==> run_1/port_nets.png <==
Scale: 4 px per um.
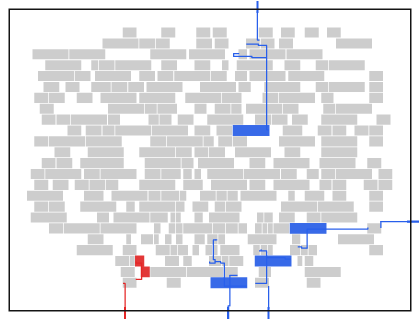
==> run_1/cell_classes.png <==
Scale: 3 px per um.
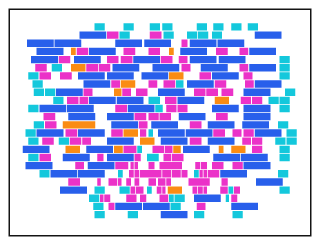
==> run_1/final_placement.png <==
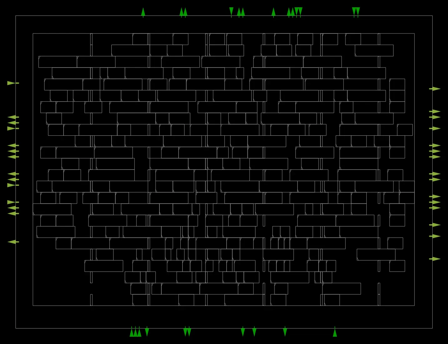
==> run_1/clock_map.png <==
Scale: 3 px per um.
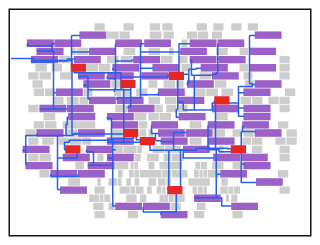
File: src/rtl/fifo_word_packer_if.sv
// Bundle of the FIFO read side and the packed output stream of fifo_word_packer.
//
// Handshakes:
//   FIFO side   - a read is accepted in any cycle where fifo_rd_en & !fifo_empty;
//                 fifo_rd_data carries that word during the following cycle.
//   Output side - a word transfers on every rising clk edge where out_valid & out_ready;
//                 while out_valid is high and out_ready is low, out_data/out_keep/out_last
//                 are held stable, and out_valid never drops without a transfer.
interface fifo_word_packer_if #(
    parameter int IN_WIDTH = 8,
    parameter int RATIO    = 4
);
    logic                      fifo_empty;
    logic                      fifo_rd_en;
    logic [IN_WIDTH-1:0]       fifo_rd_data;
    logic                      flush;
    logic                      out_valid;
    logic                      out_ready;
    logic [IN_WIDTH*RATIO-1:0] out_data;
    logic [RATIO-1:0]          out_keep;
    logic                      out_last;

    // Packer side: reads the FIFO, drives the packed stream.
    modport master (
        input  fifo_empty, fifo_rd_data, flush, out_ready,
        output fifo_rd_en, out_valid, out_data, out_keep, out_last
    );

    // Environment side: FIFO, flush source and downstream sink.
    modport slave (
        output fifo_empty, fifo_rd_data, flush, out_ready,
        input  fifo_rd_en, out_valid, out_data, out_keep, out_last
    );
endinterface

File: src/rtl/fifo_word_packer.sv
// fifo_word_packer: drains narrow words from a FIFO and packs RATIO consecutive words
// into one wide word (lane 0 = oldest). A flush pulse closes a partial word, marking
// the filled lanes in out_keep and setting out_last.
module fifo_word_packer #(
    parameter int IN_WIDTH = 8,
    parameter int RATIO    = 4
) (
    input logic             clk,
    input logic             rst,
    fifo_word_packer_if.master bus
);
    localparam int OUT_WIDTH = IN_WIDTH * RATIO;
    localparam int CW        = $clog2(RATIO + 1);
    localparam int LW        = $clog2(RATIO);
    localparam logic [CW-1:0] FULL      = CW'(RATIO);
    localparam logic [CW-1:0] LAST_LANE = CW'(RATIO - 1);

    logic [CW-1:0]                 cnt;
    logic [CW-1:0]                 next_cnt;
    logic                          in_flight;
    logic                          flush_pending;
    logic [RATIO-1:0][IN_WIDTH-1:0] acc;

    logic                  out_free;
    logic                  full;
    logic                  xfer;
    logic                  pre_xfer;
    logic                  room;
    logic                  rd_en;
    logic                  part_emit;
    logic                  flush_done;
    logic [LW-1:0]         cap_idx;
    logic [RATIO-1:0]      part_keep;
    logic [OUT_WIDTH-1:0]  part_data;

    // Read issue, transfer decisions, capture lane and partial-word formatting.
    always_comb begin
        out_free = !bus.out_valid || bus.out_ready;
        full     = (cnt == FULL);
        xfer     = full && out_free;
        room     = ({1'b0, cnt} + {{CW{1'b0}}, in_flight}) < {1'b0, FULL};
        // Last lane is in flight and the output register is free now. Nothing can load
        // the output register this cycle (cnt < RATIO), so it is still free next cycle
        // and the transfer is certain: reading one word ahead keeps the stream bubble-free,
        // that word lands in lane 0 of the next word during the transfer.
        pre_xfer = (cnt == LAST_LANE) && in_flight && out_free;
        rd_en    = !rst && !bus.fifo_empty && !flush_pending && (room || xfer || pre_xfer);

        part_emit  = flush_pending && !in_flight && (cnt != '0) && !full && out_free;
        // A word still landing during a flushed full transfer keeps the flush alive so it
        // is closed by its own partial word.
        flush_done = flush_pending && !in_flight && ((cnt == '0) || part_emit || xfer);

        cap_idx = xfer ? '0 : cnt[LW-1:0];
        if (xfer || part_emit) begin
            next_cnt = {{(CW-1){1'b0}}, in_flight};
        end else begin
            next_cnt = cnt + {{(CW-1){1'b0}}, in_flight};
        end

        part_keep = '0;
        part_data = '0;
        for (int i = 0; i < RATIO; i++) begin
            part_keep[i] = (CW'(i) < cnt);
            part_data[i*IN_WIDTH +: IN_WIDTH] = part_keep[i] ? acc[i] : '0;
        end
    end

    assign bus.fifo_rd_en = rd_en;

    // Lane count, in-flight tracking and flush request state.
    always_ff @(posedge clk or posedge rst) begin
        if (rst) begin
            cnt           <= '0;
            in_flight     <= 1'b0;
            flush_pending <= 1'b0;
        end else begin
            cnt       <= next_cnt;
            in_flight <= rd_en;
            if (flush_pending) begin
                if (flush_done) flush_pending <= 1'b0;
            end else if (bus.flush) begin
                flush_pending <= 1'b1;
            end
        end
    end

    // Capture the word read last cycle into its lane.
    always_ff @(posedge clk or posedge rst) begin
        if (rst) begin
            acc <= '0;
        end else if (in_flight) begin
            acc[cap_idx] <= bus.fifo_rd_data;
        end
    end

    // Output register: load a full or flushed partial word, drop valid once accepted.
    always_ff @(posedge clk or posedge rst) begin
        if (rst) begin
            bus.out_valid <= 1'b0;
            bus.out_data  <= '0;
            bus.out_keep  <= '0;
            bus.out_last  <= 1'b0;
        end else if (xfer) begin
            bus.out_valid <= 1'b1;
            bus.out_data  <= acc;
            bus.out_keep  <= '1;
            bus.out_last  <= flush_pending;
        end else if (part_emit) begin
            bus.out_valid <= 1'b1;
            bus.out_data  <= part_data;
            bus.out_keep  <= part_keep;
            bus.out_last  <= 1'b1;
        end else if (bus.out_ready) begin
            bus.out_valid <= 1'b0;
        end
    end
endmodule

File: src/flat_wrapper.sv
// flat-port wrapper written by rule: the top's interface ports become plain ports
module fifo_word_packer_flat 
#(
    parameter int IN_WIDTH = 8,
    parameter int RATIO    = 4
)
  (clk, rst, bus_fifo_empty, bus_fifo_rd_data, bus_flush, bus_out_ready, bus_fifo_rd_en, bus_out_valid, bus_out_data, bus_out_keep, bus_out_last);
  fifo_word_packer_if #(.IN_WIDTH(IN_WIDTH), .RATIO(RATIO)) bus_i ();
  input logic clk;
  input logic rst;
  input wire logic [$bits(bus_i.fifo_empty)-1:0] bus_fifo_empty;
  input wire logic [$bits(bus_i.fifo_rd_data)-1:0] bus_fifo_rd_data;
  input wire logic [$bits(bus_i.flush)-1:0] bus_flush;
  input wire logic [$bits(bus_i.out_ready)-1:0] bus_out_ready;
  output wire logic [$bits(bus_i.fifo_rd_en)-1:0] bus_fifo_rd_en;
  output wire logic [$bits(bus_i.out_valid)-1:0] bus_out_valid;
  output wire logic [$bits(bus_i.out_data)-1:0] bus_out_data;
  output wire logic [$bits(bus_i.out_keep)-1:0] bus_out_keep;
  output wire logic [$bits(bus_i.out_last)-1:0] bus_out_last;
  assign bus_i.fifo_empty = bus_fifo_empty;
  assign bus_i.fifo_rd_data = bus_fifo_rd_data;
  assign bus_i.flush = bus_flush;
  assign bus_i.out_ready = bus_out_ready;
  assign bus_fifo_rd_en = bus_i.fifo_rd_en;
  assign bus_out_valid = bus_i.out_valid;
  assign bus_out_data = bus_i.out_data;
  assign bus_out_keep = bus_i.out_keep;
  assign bus_out_last = bus_i.out_last;
  fifo_word_packer #(.IN_WIDTH(IN_WIDTH), .RATIO(RATIO)) u_core (.clk(clk), .rst(rst), .bus(bus_i));
endmodule
File: config.mk
export PLATFORM = sky130hd
export DESIGN_NAME = fifo_word_packer_flat
export DESIGN_NICKNAME = d
export VERILOG_FILES = /design/src/rtl/fifo_word_packer_if.sv /design/src/rtl/fifo_word_packer.sv /design/src/flat_wrapper.sv
export SDC_FILE = /design/constraint.sdc
export NUM_CORES = 1
export LEC_CHECK = 0
export CAP_MARGIN = 20
export CORE_AREA = 4 4 96 71
export DETAILED_ROUTE_END_ITERATION = 16
export DIE_AREA = 0 0 100 75
export GPL_TIMING_DRIVEN = 0
export PLACE_DENSITY = 0.78
export SYNTH_ARGS = -nofsm -noshare
export SYNTH_HDL_FRONTEND = slang
export SYNTH_SLANG_ARGS = --single-unit
export TNS_END_PERCENT = 10
File: constraint.sdc
create_clock -name clk -period 3.21 [get_ports clk]
set_input_delay 0.642 -clock clk [delete_from_list [all_inputs] [get_ports clk]]
set_output_delay 0.642 -clock clk [all_outputs]
set_load 0.02 [all_outputs]
==> run summary, run 1 <==
Implementation results.

The run finished with clean final reports. After layout, the design draws a total of 3.984 mW. The simple-gate share of the synthesized area is 5.403%. The logic gate share of total power is 42.6%. In this run the most critical hold path is launched from u_core.acc[2]. The final weighted congestion in routability-driven placement is 0.9069. The most common cell after layout, fill and taps aside is sky130_fd_sc_hd__dfrtp_1. The share of the Yosys chip area taken by registers is 62.34%. The report counts max-capacitance violations totalling 0. The post-detailed-route via-to-cell ratio is 5.602. Per the slew report, the remaining headroom to the max-slew limit stands at 39.91%. The worst hold path terminates at u_core.bus.out_data[2]. Once iteration 0 of detailed routing completed, the report listed 130 DRC markers.

In this run the post-CTS setup repair buffer count came out at 0. Switching power as a fraction of the total was reported as 35.98%. The dominant register cell in the synthesized netlist is sky130_fd_sc_hd__dfrtp_1. The depth of the CTS H-tree is 3. For reference, XOR and XNOR gates occupy 0% of the area reported after synthesis. The fraction of the mapped netlist area in adder cells is 0.8313%. The fraction of power consumed by the clock network is 17.8%.

OpenROAD reports that the post-layout worst path occupies 94.28% of the period. The total nets after synthesis is 219. The share of flip-flops with an asynchronous set or reset after synthesis is 100.0%. The cell type with the largest total area after synthesis is sky130_fd_sc_hd__dfrtp_1.

The count of hold-fix buffers inserted at cts is 0. The initial utilization of the core area, before any placement, comes to 50.38%. The worst register-to-register path has a setup slack of 1330 ps. The final routed wirelength across all metal layers is 6.308 mm. The sum of net half-perimeters after detailed placement is 4.260 mm. The achievable frequency is 330.4 MHz. Setup repair after global routing left no endpoint under its margin. The proportion of power drawn by flip-flops and latches is 39.6%. The per-instance average area after synthesis is 14.76 sq um.

The clock tree root buffer cell is sky130_fd_sc_hd__clkbuf_8. Buffers inserted during clock tree synthesis total 9. The number of distinct library cells after synthesis is 37. The arrival time of the worst setup path is 2380 ps. In this run, power in flip-flops and latches comes to 1.58 mW. The final critical path time including I/O delays and setup is 3026 ps.

The top power group is combinational cells. The final tally of hold violations is 0.
Back to the opening pictures, port_nets.png:
[blue] bus_out_keep | bits: 4 | direction: output | edge: 2 bottom, 1 top, 1 right | end cells: 4 | wire: 135 um
[red] rst | bits: 1 | direction: input | edge: bottom | end cells: 2 | wire: 13.9 um
number of input and output port buffers inserted: 51
number of ports placed on the die boundary: 52

Back to the opening pictures, cell_classes.png:
[orange] clock drivers and dummy loads | cells: 16 | share of their area: 5.2%
[magenta] all other logic | cells: 117 | share of their area: 29%
[cyan] other buffers and delay cells | cells: 63 | share of their area: 16%
[blue] flip-flops | cells: 75 | share of their area: 50%

Back to the opening pictures, final_placement.png:
Placeable Area: 5976 sq um
number of fillers in the final layout: 466
Placement Rows: 24
post-route non-filler standard cell count: 349

Back to the opening pictures, clock_map.png:
[purple] flip-flops | count: 75
[red] cells driving clock nets | count: 9
[blue] clock wires | length: 871 um
routed clock nets: 10

## run 1: through the flow
step | TNS (ps) | std cells | setup WS, ps | utilization [%]
finish | 0 | 349 | 183.7 | 63.90
global route | 0 | 349 | 58.85 | 63.90
CTS | 0 | 349 | 133.0 | 63.82
detailed placement | 0 | 333 | 186.8 | 60.59
global placement | -36240 | 333 | -485.9 | 60.55
floorplan | 0 | 204 | 658.0 | -
## run 1: area by class of cell
class / instances / area [sq um]
fill: 466 / 2157
sequential: 75 / 1877
multi-input combinational: 115 / 1055
timing repair buffer: 51 / 510.5
clock buffer: 9 / 123.9
tap: 78 / 97.59
buffer: 12 / 76.32
clock inverter: 7 / 68.82
inverter: 2 / 10.01
## run 1: worst max-delay path by stage
stage | startpoint | to | slack, ps | cells after the start
6_report | bus_out_ready | bus_fifo_rd_en | 180 | 6
3_5_place_dp | bus_out_ready | bus_fifo_rd_en | 190 | 6
4_1_cts | u_core.cnt[0] | bus_fifo_rd_en | 130 | 5
5_1_grt | bus_out_ready | bus_fifo_rd_en | 60 | 6
3_3_place_gp | rst | u_core.bus.out_keep[0] | -490 | 2
2_1_floorplan | rst | u_core.acc[0] | 660 | 1
## run 1: flip-flops by register name, indices dropped and copies added, names as in the netlist
register              cells
u_core.cnt                3
u_core.bus.out_keep       4
u_core.bus.out_valid      1
u_core.in_flight          1
u_core.bus.out_data      32
u_core.flush_pending      1
u_core.acc               32
u_core.bus.out_last       1
## run 1: cells in the mapped netlist, types with 2 or more instances
library cell and number:
sky130_fd_sc_hd__dfrtp_1 75, sky130_fd_sc_hd__mux2_2 37, sky130_fd_sc_hd__a22o_1 16, sky130_fd_sc_hd__a32o_1 9, sky130_fd_sc_hd__buf_2 7, sky130_fd_sc_hd__a21oi_1 6
sky130_fd_sc_hd__nor2_1 6, sky130_fd_sc_hd__mux2_1 4, sky130_fd_sc_hd__nand2b_1 4, sky130_fd_sc_hd__and2_1 3, sky130_fd_sc_hd__o21ai_0 3, sky130_fd_sc_hd__a211oi_4 2
sky130_fd_sc_hd__buf_4 2, sky130_fd_sc_hd__buf_6 2, sky130_fd_sc_hd__ha_1 2, sky130_fd_sc_hd__inv_1 2, sky130_fd_sc_hd__nand2_1 2, sky130_fd_sc_hd__nand3_1 2
sky130_fd_sc_hd__nand3b_1 2
## run 1: cells by family (layout without fill, tap and decap cells)
kind of cell	after synthesis	after routing
and+or+nand+nor	27	27
adders and majority gates	2	2
buffers and inverters	14	81
AOI/OAI and AO/OA	45	45
DFF	75	75
muxes	41	41
## run 1: per-layer routing
layer | global-route usage, % | wire, um
met5 | 0 | 0
met4 | 5.979 | 69
met3 | 5.833 | 404
met2 | 27.20 | 2843
met1 | 26.31 | 2991
## run 1: critical path, cell delays in order
cell and delay [ps]:
sky130_fd_sc_hd__clkdlybuf4s50_1 420, sky130_fd_sc_hd__nor2b_1 110, sky130_fd_sc_hd__clkbuf_1 400, sky130_fd_sc_hd__nor2_1 100
sky130_fd_sc_hd__o2bb2ai_1 160, sky130_fd_sc_hd__clkdlybuf4s50_1 550
==> run 1 -> run 2 <==
Settings changed: SETUP_SLACK_MARGIN set to 0.5.
==> run 2 against run 1 <==
Effect of this change: largest cell class unchanged; worst hold slack got worse by 1.5 ps; wire length barely moved; final cell count did not move; count of clock-buffer cells in the layout did not move; largest power group unchanged; combinational power barely moved; critical endpoint unchanged; final area barely moved.
==> run summary, run 2 <==
Implementation results.

The run finished with clean final reports. The number of primary I/O pins came to 52 (unchanged). The number of standard-cell rows in the floorplan is 24 (unchanged). The per-instance average area after synthesis is 14.76 sq um (unchanged). Looking at the max-slew report, the worst-margin pin has a slew of 896.5 ps.

Per the CTS log, the buffer count on the longest clock path is 2. The final tally of hold violations is 0 (unchanged). The final routed wirelength across all metal layers is 6.305 mm (about the same).

The core utilization before placement is 50.38% (unchanged). The logic gate share of total power came to 42.6% (about the same). Checking hold timing, the worst path is listed with class flop to flop. From synthesis to final layout, the design area changed by 26.72%. The most common cell after layout, fill and taps aside is sky130_fd_sc_hd__dfrtp_1. The depth of the CTS H-tree was 3 (unchanged).

The final cycle utilization of the critical path is 78.87% (-15 points). The sequential fraction of the synthesis area came to 62.34% (unchanged). The proportion of power drawn by flip-flops and latches is 39.7% (about the same).

The sum of net half-perimeters after detailed placement is 4.260 mm (unchanged). The number of OpenROAD warnings is 26. The total clock buffers created by CTS is 9 (unchanged). The dominant register cell in the synthesized netlist is sky130_fd_sc_hd__dfrtp_1. The arrival time of the worst setup path is 1890 ps (-490 ps). The worst setup timing slack at the placement stage is 186.8 ps (unchanged). The starting DRC count in detailed routing is 117 (-10%). The cell type with the largest total area after synthesis is sky130_fd_sc_hd__dfrtp_1. In the final layout, the registers with the most flip-flops are u_core.acc (32), u_core.bus.out_data (32), u_core.bus.out_keep (4). Sorting the synthesized cells by area gives the leading types as sky130_fd_sc_hd__dfrtp_1 62%, sky130_fd_sc_hd__mux2_2 14%, sky130_fd_sc_hd__a22o_1 4.7%, sky130_fd_sc_hd__a32o_1 3.0%, sky130_fd_sc_hd__mux2_1 1.5%. The final critical path time including I/O delays and setup is 2532 ps (-494.4 ps). The number of nets in the final layout is 281.

The net switching power of the design is 1.430 mW. The count of hold-fix buffers inserted at cts is 0 (unchanged). For this run, design rule violations remaining after detail routing come to 0. The critical path class is primary input to output pin. The power consumption is 3.978 mW (-0.15%).

Setup repair after global routing left no endpoint under its margin. The total nets after synthesis came to 219 (unchanged). The final weighted congestion in routability-driven placement is 0.9069 (unchanged). The synthesis run shows the most used standard cells to be 75 x sky130_fd_sc_hd__dfrtp_1, 37 x sky130_fd_sc_hd__mux2_2, 16 x sky130_fd_sc_hd__a22o_1. The worst setup slack after layout came to 678.1 ps (+494.4 ps). The count of buffers added by post-CTS timing repair for setup came to 0 (unchanged). The warning count from the yosys run is 0.

For this design the static power due to leakage is 1.651 nW. The placeable core region is 5976 sq um (unchanged). The number of distinct library cells after synthesis is 37 (unchanged). The post-detailed-route via-to-cell ratio is 5.622 (+0.36%). The die height is 75 um. The share of flip-flops with an asynchronous set or reset after synthesis came to 100.0% (unchanged). The number of standard cells after synthesis is 204. The achievable frequency is 395.0 MHz (+20%). The library cell with the highest instance count after synthesis is sky130_fd_sc_hd__dfrtp_1. The switching share of power is 35.93% (-0.047 points). The number of I/O port buffers is 51 (unchanged).

The remaining max-slew budget at the tightest pin was 40.24% (+0.32 points). The max-cap violation count is 0 (unchanged). The clock tree root buffer cell is sky130_fd_sc_hd__clkbuf_8.
[run 2: netlist changes by cell type in the layout (fill, tap and decap cells not counted)]
| cell | change |
|---|---|
| sky130_fd_sc_hd__clkbuf_1 | -1 |
| sky130_fd_sc_hd__clkbuf_2 | +2 |
| sky130_fd_sc_hd__clkdlybuf4s50_1 | -1 |
[run 2: final timing paths]
| kind | start | end | slack [ps] | cells past startpoint |
|---|---|---|---|---|
| min in group asynchronous | rst | u_core.cnt[2] | 840 | 2 |
| min | u_core.acc[2] | u_core.bus.out_data[2] | 480 | 1 |
| min reg2reg | u_core.acc[2] | u_core.bus.out_data[2] | 480 | 1 |
| max in group asynchronous | rst | u_core.in_flight | 1760 | 2 |
| max reg2reg | u_core.in_flight | u_core.bus.out_data[1] | 1370 | 5 |
| max | rst | bus_fifo_rd_en | 680 | 5 |
[run 2: cell type report]
type                       count  area [sq um]
fill                         466          2161
sequential                    75          1877
multi-input combinational    115          1055
timing repair buffer          51         505.5
clock buffer                   9         123.9
tap                           78         97.59
buffer                        12         77.57
clock inverter                 7         68.82
inverter                       2         10.01
[run 2: cell families after synthesis]
logic type | after synthesis | share of synthesized area (%)
fa+ha+maj | 2 | 0.8311
mux | 41 | 15.34
compound gates | 45 | 13.30
flops | 75 | 62.34
buf+inv | 14 | 2.784
simple gates | 27 | 5.404
[run 2: metrics by stage]
| stage | setup TNS, ps | cells |
|---|---|---|
| 3_3_place_gp | -36240 | 333 |
| 2_1_floorplan | 0 | 204 |
| 3_5_place_dp | 0 | 333 |
| 6_report | 0 | 349 |
| 4_1_cts | 0 | 349 |
| 5_1_grt | 0 | 349 |
[run 2: critical path, cell delays in order]
cell                              delay (ps)
sky130_fd_sc_hd__clkdlybuf4s50_1         450
sky130_fd_sc_hd__or3_1                   340
sky130_fd_sc_hd__nor2_1                  100
sky130_fd_sc_hd__o2bb2ai_1               150
sky130_fd_sc_hd__clkbuf_2                200
[run 2: layer usage]
layer / global-route usage (%) / share of wire [%] / vias to the layer above
met5: 0 / 0 / -
met4: 5.830 / 1.1 / 0
met3: 5.833 / 7.2 / 8
met2: 27.42 / 46 / 68
met1: 26.31 / 46 / 1005
li1: - / - / 881
[run 2: power groups by stage]
stage	sequential, mW	clock [mW]	combinational [mW]
5_1_grt	1.63	0.761	1.82
4_1_cts	1.58	0.720	1.71
6_report	1.58	0.706	1.69
3_3_place_gp	1.58	0	1.66
3_5_place_dp	1.59	0	1.70
2_1_floorplan	1.74	0	0.927
[run 2: what timing repair did]
action,CTS,global route
resized,3,2
endpoints found under the setup margin,1,1
pin swaps,0,0
==> run_2/clock_map.png <==
Scale: 3 px per um.
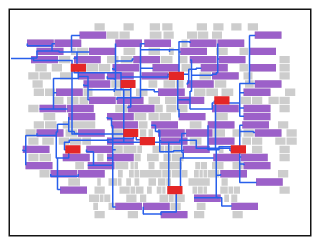
[red] cells driving clock nets | count: 9
[blue] clock wires | length: 872 um
[purple] flip-flops | count: 75
routed clock nets: 10
worst clock skew on the final layout: 10.57 ps
Clock Power Share: 17.8%

==> run_2/final_placement.png <==
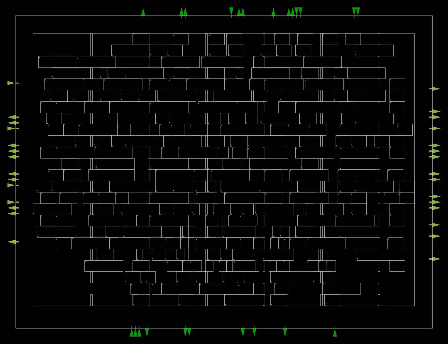
proportion of cell area occupied by registers: 49.20%
final core utilization: 63.84%
number of well taps: 78
total number of sequential cells: 75

==> run_2/port_nets.png <==
Scale: 4 px per um.
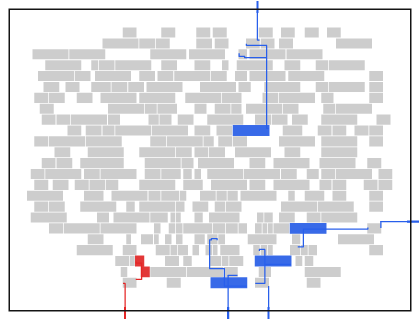

==> run 2 -> run 3 <==
Settings changed: CORE_AREA 4 4 96 71 to 4 4 101 74, DIE_AREA 0 0 100 75 to 0 0 105 78, PLACE_DENSITY 0.78 to 0.74.
Clock period 3.21 ns to 2.2 ns, I/O delays scaled along.
==> run 3 against run 2 <==
Effect of this change: worst hold slack worse by 170 ps; clock power increased by 67%; non-clock buffer count increased by 24; final area rose by 10%; register-to-register slack worse by 1000 ps; synthesized cell count unchanged; sequential power rose by 46%; combinational power up 87%; clock skew barely moved; via count grew 5.3%; critical path type is now flop to output pin; largest power group unchanged; highest routed layer unchanged.
==> run summary, run 3 <==
Implementation results.

The run finished with clean final reports. From synthesis to final layout, the design area changed by 39.98%. The largest individual stage delay along the critical path comes from the cell sky130_fd_sc_hd__or3b_4. The clock tree from TritonCTS is done. The number of distinct library cells after synthesis was 37 (unchanged). The worst setup path is launched from a flop.

The detail route stage leaves a number of antenna-violating nets equal to 0. The post-detailed-route via-to-cell ratio was 5.509 (-2.0%). The die covers 8190 sq um. The final antenna diode tally reported by the flow is 0.

The number of standard-cell rows in the floorplan is 25 (+4.2%). The final weighted congestion in routability-driven placement came to 0.7883 (-13%). Yosys attributes the largest share of cell area to sky130_fd_sc_hd__dfrtp_1 62%, sky130_fd_sc_hd__mux2_2 14%, sky130_fd_sc_hd__a22o_1 4.7%, sky130_fd_sc_hd__a32o_1 3.0%, sky130_fd_sc_hd__mux2_1 1.5%. The number of standard cells after synthesis is 204 (unchanged). The core utilization of the finished layout is 64.15% (+0.31 points). The launch point of the worst path is u_core.cnt[0]. The number of synthesized flops with an enable pin is 0.

The clock edge transition at the registers on the reported setup and hold paths is 80 ps. The global-route wire length before repair is 10.79 mm. The number of nets in the final layout is 305 (+8.5%). The die height was 78 um (+4.0%). The total routing usage reported by global routing is 17.07%. Checking hold timing, the worst path is listed with class primary input to async pin.

The starting DRC count in detailed routing came to 140 (+20%). The final routed wirelength across all metal layers is 6.873 mm (+9.0%). The remaining max-slew budget at the tightest pin is 57.54% (+17 points). The count of placed standard cells including taps is 338 (+1.5%). The clock period could shrink to 2055 ps. The measured slew at the worst slew-check pin is 634.6 ps (-261.9 ps). The dominant register cell in the synthesized netlist is sky130_fd_sc_hd__dfrtp_1. The final non-filler cell total came to 375 (+7.4%).

The count of hold-fix buffers inserted at cts came to 0 (unchanged). The reported leakage power was 1.842 nW (+12%). The critical path maximum fanout is 3. The largest net degree at the start of global routing is 29. The number of OpenROAD warnings is 29 (+12%). The top cell types in the final layout, fill and taps aside, are 75 x sky130_fd_sc_hd__dfrtp_1, 49 x sky130_fd_sc_hd__clkdlybuf4s50_1, 37 x sky130_fd_sc_hd__mux2_2. The sequential fraction of the synthesis area is 62.34% (unchanged). The worst setup timing slack at the placement stage came to -477.3 ps (-664.1 ps).

Setup repair after global routing could not meet its margin everywhere. The delay contributed by the slowest stage of the critical path is 400 ps (-50 ps). The number of search-and-repair iterations in the first detailed-routing pass is 4. The routed length per instance is 18.33 um. Looking at the VDD voltage map, the peak drop is 0.8782 mV. The depth of the worst register-to-register path came to 7 (+2). The category of the worst setup path capture point is an output pin.

The depth of the CTS H-tree is 3 (unchanged). The cell repeated most along the worst path is sky130_fd_sc_hd__buf_6. From the final report, the count of setup violators was given as 0. The endpoint of the most critical register-to-register path is u_core.cnt[0]. The library cell with the highest instance count after synthesis is sky130_fd_sc_hd__dfrtp_1. The maximum clock insertion buffer count was 2 (unchanged). The placeable core region is 6569 sq um (+9.9%). Yosys reports that the most numerous cell types are 75 x sky130_fd_sc_hd__dfrtp_1, 37 x sky130_fd_sc_hd__mux2_2, 16 x sky130_fd_sc_hd__a22o_1. The synthesized design spends more area on one cell type than any other, namely sky130_fd_sc_hd__dfrtp_1. The area fraction of the largest cell type after synthesis is 62.34%. The final tally of hold violations is 0 (unchanged). The category of cells accounting for the largest share of critical-path delay is simple AND/OR/NAND/NOR gates. The max-cap violation count was 0 (unchanged).

The share of flip-flops with an asynchronous set or reset after synthesis is 100.0% (unchanged). Per the detail_route report, the via count comes to 2066. The arrival time of the worst setup path is 1620 ps (-270 ps). The number of I/O port buffers was 51 (unchanged). The sum of net half-perimeters after detailed placement is 4.477 mm (+5.1%). The core utilization before placement is 45.83% (-4.5 points).

The DRC violation count after routing is 0 (unchanged). The warning count from the yosys run is 0 (unchanged). The most common cell after layout, fill and taps aside is sky130_fd_sc_hd__dfrtp_1. The number of buffer and inverter instances along the worst setup path is 2 (unchanged). For reference, the most critical setup path is categorized as flop to output pin. The flow reports an fmax of 486.6 MHz. The fraction of layout cells with a size suffix above 1 is 38.10%. The number of filler instances in the final layout came to 484 (+3.9%). The clock sink count is 75. In the final layout, the registers with the most flip-flops are u_core.acc (32), u_core.bus.out_data (32), u_core.bus.out_keep (4).

The worst setup slack after layout is 144.9 ps (-533.3 ps). Final hold analysis gives a worst-case slack of 306.4 ps. The per-instance average area after synthesis is 14.76 sq um (unchanged). The number of primary I/O pins is 52 (unchanged). The setup TNS after final layout is 0 ps (unchanged).

The source of the worst register-to-register timing path is u_core.cnt[0]. The clock tree root buffer cell is sky130_fd_sc_hd__clkbuf_8. Per the skew report, the later register of the worst-skew pair sees a clock latency of 340 ps.

OpenROAD reports that the post-layout worst path occupies 93.42% of the period. The setup slack of the most critical reg-to-reg path is 330 ps (-1040 ps). The total clock buffers created by CTS is 9 (unchanged). The total nets after synthesis is 219 (unchanged). For reference, the critical path cell chain is buf_6, or3b_4, o21ai_2, o2bb2ai_2, buf_6.

The via count of the first global-routing pass was 2048.
run 3: worst max-delay path by stage:
stage	end	slack, ps	depth (start not counted)
floorplan	bus_fifo_rd_en	420	4
global placement	bus_fifo_rd_en	-470	6
detailed placement	bus_fifo_rd_en	-480	6
CTS	bus_fifo_rd_en	120	6
global route	bus_fifo_rd_en	80	5
finish	bus_fifo_rd_en	140	5
run 3: cells by family (layout without fill, tap and decap cells):
group                      Yosys count  count (layout)  share of synthesized area (%)
DFF                                 75              75                          62.34
AOI/OAI and AO/OA                   45              45                          13.30
muxes                               41              41                          15.34
and+or+nand+nor                     27              27                          5.404
buffers and inverters               14             104                          2.784
adders and majority gates            2               2                         0.8311
run 3: timing repair:
item / in CTS / in global routing
endpoints found under the setup margin: 51 / 97
pin swaps: 6 / 15
gates resized: 30 / 9
setup buffers: 12 / 10
run 3: per-layer routing:
layer,share of wire [%],vias up,GRT usage (%),routed length (um)
li1,-,927,-,-
met1,49,1060,25.80,3393
met2,44,70,24.07,3015
met3,5.5,9,5.902,378
met4,1.2,0,2.621,85
met5,0,-,0,0
run 3: through the flow:
step                power (mW)  instance area, sq um
floorplan                3.888                  3014
global placement         4.724                  3626
detailed placement       4.819                  3666
CTS                      6.378                  4091
global route             7.005                  4214
finish                   6.634                  4214
run 3: area by class of cell:
cell class | count | area, sq um | area share, %
tap | 81 | 101.3 | 2.405
clock inverter | 4 | 73.82 | 1.752
multi-input combinational | 115 | 1122 | 26.63
timing repair buffer | 75 | 780.7 | 18.53
clock buffer | 11 | 151.4 | 3.593
sequential | 75 | 1877 | 44.54
buffer | 12 | 96.34 | 2.286
inverter | 2 | 11.26 | 0.2672
run 3: report_power, final:
part	internal [mW]	switching, mW	total (mW)	leakage, nW
sequential	1.97	0.329	2.30	0.932
clock	0.694	0.481	1.18	0.115
combinational	1.74	1.42	3.16	0.795
total	4.40	2.23	6.63	1.84
==> run_3/port_nets.png <==
Scale: 4 px per um.
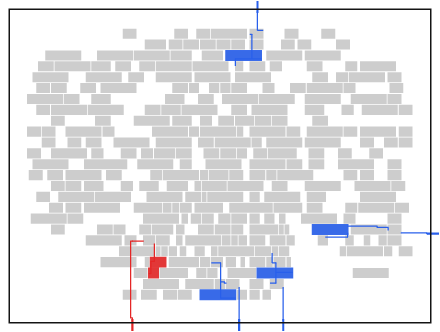
[red] rst | bits: 1 | direction: input | edge: bottom | end cells: 2 | wire: 32.4 um
[blue] bus_out_keep | bits: 4 | direction: output | edge: 2 bottom, 1 top, 1 right | end cells: 4 | wire: 92.6 um

==> run_3/clock_map.png <==
Scale: 3 px per um.
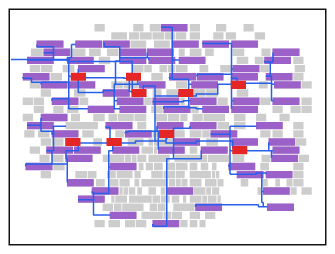
[purple] flip-flops | count: 75
[blue] clock wires | length: 817 um
[red] cells driving clock nets | count: 9
routed clock nets: 10
worst clock skew on the final layout: 10.32 ps
Clock Power Share: 17.7%
clock network power consumption: 1.18 mW

==> run_3/registers.png <==
Scale: 3 px per um. Other sequential cells in the stronger gray, the rest of the logic in the fainter gray.
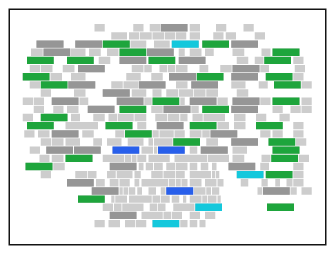
[blue] u_core.cnt | placed flops: 3
[cyan] u_core.bus.out_keep | placed flops: 4
[green] u_core.bus.out_data | placed flops: 32
not colored: 36

Power figures rest on the tool's default switching activity, not on a simulated workload.
